$ cat src/rtl/player_controller.sv
// rtl/player_controller.sv - grid player FSM: position, facing, sprite animation and sword placement
// Define PLAYER_HURT_EN to enable the HURT/invulnerability state driven by player_hit.
module player_controller #(
  parameter int X_BITS        = 4,
  parameter int Y_BITS        = 4,
  parameter int X_MAX         = 15,
  parameter int Y_MIN         = 1,
  parameter int Y_MAX         = 11,
  parameter int X_START       = 0,
  parameter int Y_START       = 1,
  parameter int MOVE_FRAMES   = 1,
  parameter int ATTACK_FRAMES = 10,
  parameter int ANIM_PERIOD   = 21,
  parameter int ANIM_SWAP     = 7,
  parameter int HURT_FRAMES   = 32
) (
  input  logic                     clk,
  input  logic                     reset,
  input  logic [4:0]               input_data,
  input  logic                     frame_end,
  input  logic                     player_hit,
  output logic [X_BITS+Y_BITS-1:0] player_pos,
  output logic [1:0]               player_orientation,
  output logic [1:0]               player_direction,
  output logic [3:0]               player_sprite,
  output logic [X_BITS+Y_BITS-1:0] sword_position,
  output logic [3:0]               sword_visible,
  output logic [1:0]               sword_orientation,
  output logic [2:0]               player_state,
  output logic                     invulnerable
);
  localparam int PW = X_BITS + Y_BITS;
  localparam int MA = (MOVE_FRAMES > ATTACK_FRAMES) ? MOVE_FRAMES : ATTACK_FRAMES;
  localparam int CNT_MAX = (MA > HURT_FRAMES) ? MA : HURT_FRAMES;
  localparam int CW = $clog2(CNT_MAX + 1);
  localparam int AW = (ANIM_PERIOD > 1) ? $clog2(ANIM_PERIOD) : 1;

  typedef enum logic [2:0] {S_IDLE = 3'd0, S_MOVE = 3'd1, S_ATTACK = 3'd2, S_HURT = 3'd3} state_t;

  state_t            state_q, state_d;
  logic [X_BITS-1:0] x_q, x_d;
  logic [Y_BITS-1:0] y_q, y_d;
  logic [1:0]        dir_q, dir_d, orient_q, orient_d, sw_orient_q, sw_orient_d;
  logic [3:0]        sprite_q, sprite_d, sw_vis_q, sw_vis_d;
  logic [PW-1:0]     sw_pos_q, sw_pos_d;
  logic [CW-1:0]     cnt_q, cnt_d;
  logic [AW-1:0]     anim_q, anim_d;
  logic [4:0]        latch_q, latch_d, cmd;
  logic [1:0]        step_dir;
  logic [PW:0]       step_t, sword_t;
  logic              hurt_go;

  // Returns {legal, x, y} of the tile one step from (x, y) in direction d.
  function automatic logic [PW:0] adj_tile(input logic [X_BITS-1:0] x, input logic [Y_BITS-1:0] y,
                                           input logic [1:0] d);
    int tx;
    int ty;
    logic legal;
    tx = int'(x);
    ty = int'(y);
    case (d)
      2'b00:   ty = ty - 1;
      2'b01:   tx = tx + 1;
      2'b10:   ty = ty + 1;
      default: tx = tx - 1;
    endcase
    legal = (tx >= 0) && (tx <= X_MAX) && (ty >= Y_MIN) && (ty <= Y_MAX);
    return {legal, X_BITS'(tx), Y_BITS'(ty)};
  endfunction

  always_comb begin
    step_dir = 2'b00;
    if (cmd[3])      step_dir = 2'b01;
    else if (cmd[2]) step_dir = 2'b11;
    else if (cmd[1]) step_dir = 2'b10;
  end

  assign step_t  = adj_tile(x_q, y_q, step_dir);
  assign sword_t = adj_tile(x_q, y_q, dir_q);

`ifdef PLAYER_HURT_EN
  logic pend_q, pend_d;

  assign hurt_go = frame_end && (pend_q || player_hit) && (state_q != S_HURT);

  // Hits arriving while already hurt are dropped, not queued.
  always_comb begin
    pend_d = pend_q | player_hit;
    if ((state_q == S_HURT) || hurt_go) pend_d = 1'b0;
  end

  always_ff @(posedge clk or negedge reset) begin
    if (!reset) pend_q <= 1'b0;
    else        pend_q <= pend_d;
  end

  assign invulnerable  = (state_q == S_HURT);
  assign player_sprite = ((state_q == S_HURT) && cnt_q[0]) ? 4'b1111 : sprite_q;
`else
  logic unused_hit;
  assign unused_hit    = player_hit;
  assign hurt_go       = 1'b0;
  assign invulnerable  = 1'b0;
  assign player_sprite = sprite_q;
`endif

  always_comb begin
    cmd         = latch_q | input_data;
    latch_d     = frame_end ? 5'b0 : cmd;
    state_d     = state_q;
    x_d         = x_q;
    y_d         = y_q;
    dir_d       = dir_q;
    orient_d    = orient_q;
    sprite_d    = sprite_q;
    sw_pos_d    = sw_pos_q;
    sw_vis_d    = sw_vis_q;
    sw_orient_d = sw_orient_q;
    cnt_d       = cnt_q;
    anim_d      = anim_q;
    if (frame_end) begin
      if (anim_q == AW'(ANIM_PERIOD - 1)) begin
        anim_d   = '0;
        sprite_d = 4'b0011;
      end else begin
        anim_d = anim_q + AW'(1);
        if (anim_d == AW'(ANIM_SWAP)) sprite_d = 4'b0010;
      end
      if (hurt_go) begin
        state_d  = S_HURT;
        cnt_d    = CW'(HURT_FRAMES);
        sw_vis_d = 4'b1111;
        sw_pos_d = '0;
      end else begin
        case (state_q)
          S_IDLE: begin
            if (cmd[4]) begin
              state_d     = S_ATTACK;
              cnt_d       = CW'(ATTACK_FRAMES);
              sw_orient_d = dir_q;
              sw_pos_d    = sword_t[PW-1:0];
              if (sword_t[PW]) sw_vis_d = 4'b0001;
            end else if (|cmd[3:0]) begin
              state_d = S_MOVE;
              cnt_d   = CW'(MOVE_FRAMES);
              dir_d   = step_dir;
              // Mirror codes coincide with the left/right direction codes.
              if (cmd[3] || cmd[2]) orient_d = step_dir;
              if (step_t[PW]) begin
                x_d = step_t[PW-1:Y_BITS];
                y_d = step_t[Y_BITS-1:0];
              end
            end
          end
          S_MOVE: begin
            cnt_d = cnt_q - CW'(1);
            if (cnt_d == '0) state_d = S_IDLE;
          end
          S_ATTACK: begin
            cnt_d = cnt_q - CW'(1);
            if (cnt_d == '0) begin
              state_d  = S_IDLE;
              sw_vis_d = 4'b1111;
              sw_pos_d = '0;
            end
          end
`ifdef PLAYER_HURT_EN
          S_HURT: begin
            cnt_d = cnt_q - CW'(1);
            if (cnt_d == '0) state_d = S_IDLE;
          end
`endif
          default: state_d = S_IDLE;
        endcase
      end
    end
    case (state_q)
      S_IDLE, S_MOVE, S_ATTACK: ;
`ifdef PLAYER_HURT_EN
      S_HURT: ;
`endif
      default: state_d = S_IDLE;
    endcase
  end

  always_ff @(posedge clk or negedge reset) begin
    if (!reset) begin
      state_q     <= S_IDLE;
      x_q         <= X_BITS'(X_START);
      y_q         <= Y_BITS'(Y_START);
      dir_q       <= 2'b01;
      orient_q    <= 2'b01;
      sprite_q    <= 4'b0011;
      sw_pos_q    <= '0;
      sw_vis_q    <= 4'b1111;
      sw_orient_q <= 2'b01;
      cnt_q       <= '0;
      anim_q      <= '0;
      latch_q     <= '0;
    end else begin
      state_q     <= state_d;
      x_q         <= x_d;
      y_q         <= y_d;
      dir_q       <= dir_d;
      orient_q    <= orient_d;
      sprite_q    <= sprite_d;
      sw_pos_q    <= sw_pos_d;
      sw_vis_q    <= sw_vis_d;
      sw_orient_q <= sw_orient_d;
      cnt_q       <= cnt_d;
      anim_q      <= anim_d;
      latch_q     <= latch_d;
    end
  end

  assign player_pos         = {x_q, y_q};
  assign player_orientation = orient_q;
  assign player_direction   = dir_q;
  assign sword_position     = sw_pos_q;
  assign sword_visible      = sw_vis_q;
  assign sword_orientation  = sw_orient_q;
  assign player_state       = state_q;
endmodule
$ cat config.mk
export PLATFORM = sky130hd
export DESIGN_NAME = player_controller
export DESIGN_NICKNAME = d
export VERILOG_FILES = /design/src/rtl/player_controller.sv
export SDC_FILE = /design/constraint.sdc
export NUM_CORES = 1
export LEC_CHECK = 0
export CAP_MARGIN = 10
export CORE_ASPECT_RATIO = 1.2
export CORE_UTILIZATION = 41
export CTS_CLUSTER_SIZE = 12
export DETAILED_ROUTE_END_ITERATION = 6
export PLACE_DENSITY_LB_ADDON = 0.15
export SLEW_MARGIN = 40
export SYNTH_ARGS = -nofsm -noshare
export SYNTH_HDL_FRONTEND = slang
export SYNTH_SLANG_ARGS = --single-unit
$ cat constraint.sdc
create_clock -name clk -period 2.6 [get_ports clk]
set_input_delay 0.26 -clock clk [delete_from_list [all_inputs] [get_ports clk]]
set_output_delay 0.26 -clock clk [all_outputs]
set_load 0.05 [all_outputs]
Fig. 1: placed cells, one color a class
Drawn at 4 px/µm. Fill, decap, tap and diode cells in gray.
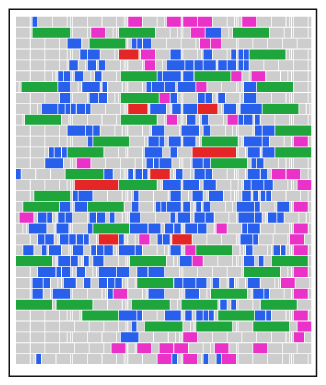
- red: clock drivers and dummy loads (cells 8)
- green: flip-flops (cells 42)
- magenta: other buffers and delay cells (cells 48)
- blue: all other logic (cells 234)

Fig. 2: PDN straps and rails
Drawn at 4 px/µm. Pins as bars on the die edge.
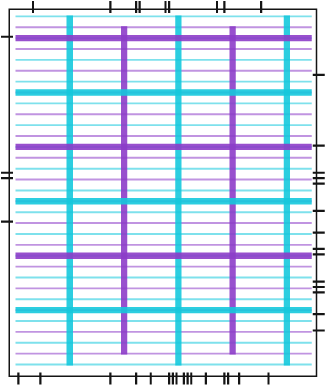
- cyan: VSS
- purple: VDD
- met1 rails: 33
- rows: 32

==> Implementation_results.wiki <==
== Metrics ==
{| class="wikitable"
! Metric !! Value
|-
| Most frequently placed logic cells in the final layout || 36 x sky130_fd_sc_hd__dfrtp_1, 34 x sky130_fd_sc_hd__clkdlybuf4s50_1, 25 x sky130_fd_sc_hd__nand2_1
|-
| Total wirelength of the detailed-routed design || 6040 µm
|-
| Average cell area after synthesis || 9.122 µm²
|-
| Max transition margin || 60.90%
|-
| Critical Path Start Type || register
|-
| Worst reg2reg path depth || 8
|-
| Max FFs per register || 8
|-
| Dpl cells || 408
|-
| Seq power || 1.28 mW
|-
| Clock tree from TritonCTS || built
|-
| Data arrival time of the worst path || 2.68 ns
|-
| Max-capacitance violation count || 0
|-
| Fa+ha+maj area frac || 5.505%
|-
| Count of antenna-violating nets left after detailed routing || 0
|-
| Met3 wirelength from detailed routing || 163 µm
|-
| CTS hold repair buffers || 1
|-
| Switch Pwr || 2.199 mW
|-
| Met3 track demand over resource in global routing || 3.518%
|-
| Final-report setup violation count || 0
|-
| Rows || 32
|-
| Result of the run || finished, final reports clean
|-
| Horizontal die dimension || 76.46 µm
|-
| Cell chosen for the clock root || sky130_fd_sc_hd__clkbuf_8
|-
| GR met1 Demand/Resource || 22.61%
|-
| Post-synthesis instance total || 299
|-
| Final GP Congestion || 0.8554
|-
| Total number of vias || 2241
|-
| Combinational fraction of the cell area || 45.03%
|-
| Final HPWL from detailed placement || 4355 µm
|-
| Signal inverters || 15
|-
| Part of the total power dissipated in the clock network || 14.1%
|-
| Proportion of final cell area spent on non-clock buffers || 13.59%
|-
| Share of the clock period used by the worst path after layout || 94.01%
|-
| Worst Max-Slew Pin Slew || 0.5825 ns
|-
| Buffers on Ports || 35
|-
| Minimum period implied by the final worst setup slack || 2.444 ns
|-
| Yosys stat cell total || 299
|-
| Total number of clock tree sinks || 42
|-
| Count of flip-flops with a built-in enable after synthesis || 0
|-
| Critical path endpoint category || register
|}
Power and IR drop assume default switching activity.
